File: src/rtl/ps2_key_decoder.sv
// ps2_key_decoder: PS/2 keyboard receiver that turns arrow and S key makes
// into single-cycle game commands and exposes every valid byte for debug.
// Optional build macro: PS2_PARITY_CHECK_EN (reject frames failing odd parity).
module ps2_key_decoder #(
    parameter int unsigned TIMEOUT_CYCLES = 50000
) (
    input  logic       clock,
    input  logic       resetn,
    input  logic       ps2_clk,
    input  logic       ps2_dat,
    output logic [3:0] direction,
    output logic       start,
    output logic [7:0] scancode,
    output logic       scan_valid,
    output logic       frame_err
);

    localparam int unsigned WD_W = $clog2(TIMEOUT_CYCLES + 1);
    localparam logic [WD_W-1:0] WD_LIMIT = WD_W'(TIMEOUT_CYCLES);

    typedef enum logic {F_IDLE, F_RECV} frame_state_t;
    typedef enum logic [1:0] {C_BASE, C_EXT, C_BRK, C_EXT_BRK} code_state_t;

    logic            r_clk_meta, r_clk_sync, r_clk_prev;
    logic            r_dat_meta, r_dat_sync;
    logic            w_fall;
    logic            w_dat;

    frame_state_t    r_fstate, w_fstate_next;
    logic [3:0]      r_bit_cnt;
    logic [7:0]      r_shift;
    logic [WD_W-1:0] r_wd_cnt;
    logic            w_start_bit, w_shift, w_done, w_timeout, w_frame_ok;

    code_state_t     r_cstate, w_cstate_next;
    logic            w_make, w_break, w_ext;
    logic [4:0]      w_key;
    logic [4:0]      r_held;

    // Two-flop synchronisers plus previous-clock register for edge detection
    always_ff @(posedge clock or negedge resetn) begin
        if (!resetn) begin
            r_clk_meta <= 1'b0;
            r_clk_sync <= 1'b0;
            r_clk_prev <= 1'b0;
            r_dat_meta <= 1'b0;
            r_dat_sync <= 1'b0;
        end else begin
            r_clk_meta <= ps2_clk;
            r_clk_sync <= r_clk_meta;
            r_clk_prev <= r_clk_sync;
            r_dat_meta <= ps2_dat;
            r_dat_sync <= r_dat_meta;
        end
    end

    assign w_fall = r_clk_prev & ~r_clk_sync;
    assign w_dat  = r_dat_sync;

`ifdef PS2_PARITY_CHECK_EN
    logic r_parity;

    // Capture the parity bit (bit index 8) for the odd-parity check
    always_ff @(posedge clock or negedge resetn) begin
        if (!resetn) begin
            r_parity <= 1'b0;
        end else if (w_shift && r_bit_cnt == 4'd8) begin
            r_parity <= w_dat;
        end
    end

    assign w_frame_ok = w_dat & (^{r_parity, r_shift});
`else
    assign w_frame_ok = w_dat;
`endif

    // Frame FSM state register
    always_ff @(posedge clock or negedge resetn) begin
        if (!resetn) begin
            r_fstate <= F_IDLE;
        end else begin
            r_fstate <= w_fstate_next;
        end
    end

    // Frame FSM next state: start bit, bit shifting, stop bit and watchdog abort
    always_comb begin
        w_fstate_next = r_fstate;
        w_start_bit   = 1'b0;
        w_shift       = 1'b0;
        w_done        = 1'b0;
        w_timeout     = 1'b0;
        case (r_fstate)
            F_IDLE: begin
                if (w_fall && !w_dat) begin
                    w_fstate_next = F_RECV;
                    w_start_bit   = 1'b1;
                end
            end
            F_RECV: begin
                if (w_fall) begin
                    if (r_bit_cnt == 4'd9) begin
                        w_fstate_next = F_IDLE;
                        w_done        = 1'b1;
                    end else begin
                        w_shift = 1'b1;
                    end
                end else if (r_wd_cnt == WD_LIMIT) begin
                    w_fstate_next = F_IDLE;
                    w_timeout     = 1'b1;
                end
            end
            default: w_fstate_next = F_IDLE;
        endcase
    end

    // Frame datapath: shift register, bit counter, watchdog and byte strobes
    always_ff @(posedge clock or negedge resetn) begin
        if (!resetn) begin
            r_bit_cnt  <= '0;
            r_shift    <= '0;
            r_wd_cnt   <= '0;
            scancode   <= '0;
            scan_valid <= 1'b0;
            frame_err  <= 1'b0;
        end else begin
            if (w_shift) begin
                r_bit_cnt <= r_bit_cnt + 4'd1;
                if (r_bit_cnt < 4'd8) begin
                    r_shift <= {w_dat, r_shift[7:1]};
                end
            end else if (w_start_bit || w_done || w_timeout) begin
                r_bit_cnt <= '0;
            end

            if (r_fstate == F_RECV && !w_fall && !w_timeout) begin
                r_wd_cnt <= r_wd_cnt + 1'b1;
            end else begin
                r_wd_cnt <= '0;
            end

            scan_valid <= w_done & w_frame_ok;
            frame_err  <= (w_done & ~w_frame_ok) | w_timeout;
            if (w_done && w_frame_ok) begin
                scancode <= r_shift;
            end
        end
    end

    // Code FSM state register
    always_ff @(posedge clock or negedge resetn) begin
        if (!resetn) begin
            r_cstate <= C_BASE;
        end else begin
            r_cstate <= w_cstate_next;
        end
    end

    // Code FSM next state: classify each valid byte as prefix, make or break
    always_comb begin
        w_cstate_next = r_cstate;
        w_make        = 1'b0;
        w_break       = 1'b0;
        w_ext         = 1'b0;
        if (scan_valid) begin
            case (r_cstate)
                C_BASE: begin
                    if (scancode == 8'hE0) begin
                        w_cstate_next = C_EXT;
                    end else if (scancode == 8'hF0) begin
                        w_cstate_next = C_BRK;
                    end else begin
                        w_make = 1'b1;
                    end
                end
                C_EXT: begin
                    if (scancode == 8'hF0) begin
                        w_cstate_next = C_EXT_BRK;
                    end else begin
                        w_make        = 1'b1;
                        w_ext         = 1'b1;
                        w_cstate_next = C_BASE;
                    end
                end
                C_BRK: begin
                    w_break       = 1'b1;
                    w_cstate_next = C_BASE;
                end
                C_EXT_BRK: begin
                    w_break       = 1'b1;
                    w_ext         = 1'b1;
                    w_cstate_next = C_BASE;
                end
                default: w_cstate_next = C_BASE;
            endcase
        end
    end

    // Key map: [4] S, [3] up, [2] down, [1] left, [0] right
    always_comb begin
        w_key = '0;
        if (w_ext) begin
            case (scancode)
                8'h75:   w_key[3] = 1'b1;
                8'h72:   w_key[2] = 1'b1;
                8'h6B:   w_key[1] = 1'b1;
                8'h74:   w_key[0] = 1'b1;
                default: w_key = '0;
            endcase
        end else if (scancode == 8'h1B) begin
            w_key[4] = 1'b1;
        end
    end

    // Held flags suppress typematic repeats; pulses fire only on a fresh make
    always_ff @(posedge clock or negedge resetn) begin
        if (!resetn) begin
            r_held    <= '0;
            direction <= '0;
            start     <= 1'b0;
        end else begin
            direction <= '0;
            start     <= 1'b0;
            if (w_make) begin
                direction <= w_key[3:0] & ~r_held[3:0];
                start     <= w_key[4] & ~r_held[4];
                r_held    <= r_held | w_key;
            end else if (w_break) begin
                r_held <= r_held & ~w_key;
            end
        end
    end

endmodule

File: config.mk
export PLATFORM = sky130hd
export DESIGN_NAME = ps2_key_decoder
export DESIGN_NICKNAME = d
export VERILOG_FILES = /design/src/rtl/ps2_key_decoder.sv
export SDC_FILE = /design/constraint.sdc
export NUM_CORES = 1
export LEC_CHECK = 0
export CORE_MARGIN = 2
export CORE_UTILIZATION = 60
export CTS_CLUSTER_SIZE = 25
export DETAILED_ROUTE_END_ITERATION = 8
export PLACE_DENSITY = 0.82
export SLEW_MARGIN = 5
export SYNTH_ARGS = -nofsm -noshare
export SYNTH_HDL_FRONTEND = slang
export SYNTH_SLANG_ARGS = --single-unit
export TNS_END_PERCENT = 20
File: constraint.sdc
create_clock -name clock -period 4.7 [get_ports clock]
set_input_delay 0.94 -clock clock [delete_from_list [all_inputs] [get_ports clock]]
set_output_delay 0.94 -clock clock [all_outputs]
set_load 0.03 [all_outputs]
Drive-strength map:
(6 px per um)
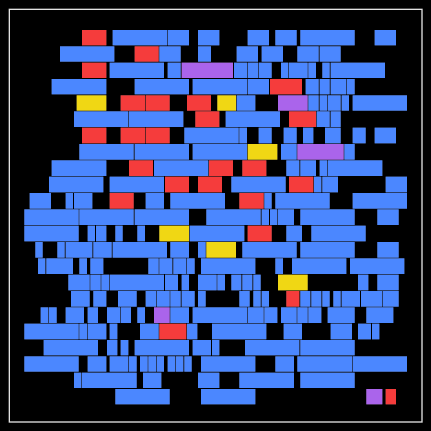
[drive 1 or less] blue | cells: 203 | most used: dfrtp_1
[drive 2] red | cells: 24 | most used: mux2_2
[drive 6 and up] yellow | cells: 6 | most used: clkbuf_8
[drive 3 to 4] purple | cells: 5

Pin map:
(6 px per um) Pins as bars across the die edge, other pins in grey.
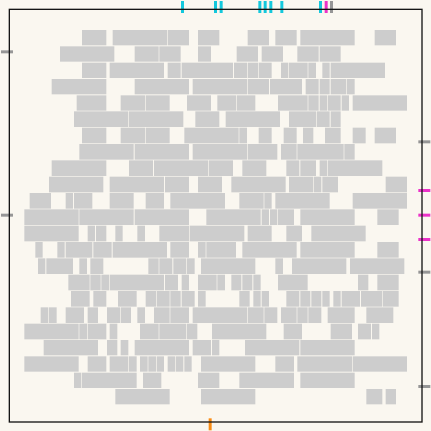
[`scancode`] cyan | pins: 8 | direction: output | edge: north
[`ps2_clk`] orange | pins: 1 | direction: input | edge: south
[`direction`] magenta | pins: 4 | direction: output | edge: 3 east, 1 north

==> run_results.csv <==
group,metric,value,unit
clocking,cts_resized,0,
finish,seq_area,1400,um^2
min_path,hold_path_class,"register to register",
synthesis,ys_chip_area,2500,um^2
setup_path,worst_ep_arrival_time,1.58,ns
clocking,hold_buffers,0,
finish,instances_no_fill,288,
outcome,outcome,"finished, final reports clean",
finish,num-nonclk-inverters,12,
setup_path,cp_max_fo,11,
floorplanning,ios,19,
power_and_ir_drop,combinationalPowerShare,9.1,%
synthesis,synth.area.top_cells,"dfrtp_1 (56%), mux2_2 (8.6%), xnor2_1 (4.6%)",
clocking,path_clk_slew,0.10,ns
global_routing,grt_use_met1,27.7,%
power_and_ir_drop,power_frac_seq,62.5,%
place,place_hpwl,2.93,mm
floorplanning,std_cell_rows,23,
power_and_ir_drop,powerDensity,320,nW/um^2
global_routing,grt_usage,20.3,%
final_timing,worst_pin_slew,0.688,ns
global_routing,grt_max_degree,57,
setup_path,slowest_delay,0.74,ns
drt,routed_wl,4.26,mm
finish,nonClkBufAreaFrac,6.48,%
power_and_ir_drop,peakVddDrop,0.239,mV
final_timing,clock.fmax,397,MHz
synthesis,ys_ff,56,
min_path,min_to,"r_clk_sync$_DFF_PN0_",
synthesis,synth.distinct_cells,41,
finish,design.seq.count,56,
synthesis,ys_sh_aoi,5.41,%
finish,n_clock_buffer,5,
drt,drt_iter0_markers,145,
setup_path,rrSetupSlack,2.86,ns
setup_path,r2r-start,"r_wd_cnt[0]$_DFF_PN0_",
min_path,hp-start,"r_clk_meta$_DFF_PN0_",
finish,final_nets,246,
flow_run,warning_count,28,
synthesis,yosys.stat.seqShare,56.1,%
final_timing,setup_viol,0,
finish,sh_comb_area,37.0,%
power_and_ir_drop,clkPwrFrac,28.4,%
finish,layout-drive-gt1-share,14.7,%
synthesis,yosysTopAreaCell,"dfrtp_1",
flow_run,cap_violations,0,
final_timing,grt_setup_unrepaired,"false",
finish,antennaDiodeCount,0,
floorplanning,dieHeight,68.5,um
setup_path,crit_family,"buffers and inverters",
drt,firstDrtPassIters,4,
setup_path,r2r_cells,6,
clocking,clk_path_buf_depth,2,
final_timing,timing.final.crit_share,53.6,%
synthesis,ys_sh_simple,20.4,%
synthesis,syn-instance-count,214,
global_routing,antenna_found_initial,0,
floorplanning,tapCellCount,50,
power_and_ir_drop,p_switching,0.000232,W
setup_path,r2r-end,"r_fstate$_DFF_PN0_",
floorplanning,die_x,68.5,um
min_path,hold_depth,0,
synthesis,top_cell_area_share,56.1,%
final_timing,relSlewSlack,54.1,%
drt,drc,0,
synthesis,synth.area.mux_share,8.96,%
synthesis,fp_nets,222,
Selected gate families:
(6 px per um)
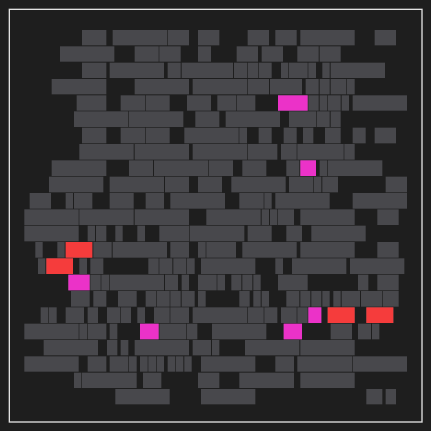
[adder and majority cells] red | cells: 4 | most used: ha_1
[AND and OR gates] magenta | cells: 6

[sequential cells by signal, indices dropped and copies added (netlist names), 2 cells and up, named ones only]
| name | flops |
|---|---|
| direction | 4 |
| r_wd_cnt | 16 |
| r_bit_cnt | 4 |
| r_shift | 8 |
| scancode | 8 |
| r_cstate | 2 |
[per-layer routing]
layer / vias to the layer above / wire [um]
li1: 810 / -
met1: 779 / 1980
met2: 27 / 2040
met3: 8 / 157
met4: 0 / 72
met5: - / 0
[kinds of logic (layout without fill, tap and decap cells)]
kind of cell | count (synthesis) | in the layout
AND-OR/OR-AND | 19 | 19
XOR/XNOR | 14 | 14
adder cells (fa/ha/maj) | 4 | 4
buffers and inverters | 14 | 38
flip-flops | 56 | 56
multiplexers | 20 | 20
AND/OR/NAND/NOR | 87 | 87
[power groups by stage]
stage | Sequential (W) | Combinational, W | Clock (W)
2_1_floorplan | 0.000561 | 0.0000618 | 0
3_3_place_gp | 0.000573 | 0.0000807 | 0
3_5_place_dp | 0.000574 | 0.0000834 | 0
4_1_cts | 0.000564 | 0.0000845 | 0.000264
5_1_grt | 0.000571 | 0.0000943 | 0.000285
6_report | 0.000564 | 0.0000824 | 0.000257
[synth_stat cells]
cell      number
inv_1         12
ha_1           4
mux2_2        19
nand2b_1       2
buf_2          2
nor2_1        24
a31oi_4        1
a41oi_1        1
nor4bb_1       1
xor2_1         1
nor2_2         1
nand4b_1       1
nor3b_2        1
o22ai_1        2
and3b_1        1
nor2b_1        3
or4_1          1
o31ai_1        1
and4_1         1
and4b_1        1
a21oi_1        5
o32ai_1        1
nand3_1        7
nor3_1         5
mux2i_1        1
and4b_4        1
dfrtp_1       56
nor3b_1        3
nand2_1       12
nand4_2        1
o41ai_1        1
nor4_1         7
a41o_1         1
xnor2_1       13
and3_1         1
a21o_1         1
nor4b_4        1
nand3b_1       4
o21ai_0        5
nand4_1        7
nor4b_2        1
[metrics by stage]
stage	util (%)	hold slack, ns	setup WS (ns)	cell area (um^2)	power (W)
finish	70.5	0.355	2.18	2820	0.000903
global route	70.5	0.366	2.10	2820	0.000950
CTS	70.5	0.357	2.17	2820	0.000913
detailed placement	68.3	0.336	2.52	2730	0.000658
global placement	68.3	0.335	2.56	2730	0.000654
floorplan	-	0.331	3.05	2500	0.000623
[layout by cell type, fill, tap and decap left out, types with 5 or more instances in the layout]
cell type,count
a21oi_1,5
clkbuf_8,5
clkdlybuf4s50_1,17
dfrtp_1,56
inv_1,12
mux2_2,19
nand2_1,12
nand3_1,7
nand4_1,7
nor2_1,24
nor3_1,5
nor4_1,7
o21ai_0,5
xnor2_1,13
[worst max path at each step]
stage	startpoint	to	slack (ns)	depth (start not counted)
after floorplan	scancode[3]$_DFFE_PN0P_	register	3.05	4
after global placement	scancode[4]$_DFFE_PN0P_	scancode[4]	2.56	1
after detailed placement	scancode[4]$_DFFE_PN0P_	scancode[4]	2.52	1
after CTS	scancode[4]$_DFFE_PN0P_	scancode[4]	2.17	1
after global routing	scancode[4]$_DFFE_PN0P_	scancode[4]	2.10	1
final	scancode[4]$_DFFE_PN0P_	scancode[4]	2.18	1
Power and IR drop assume default switching activity.
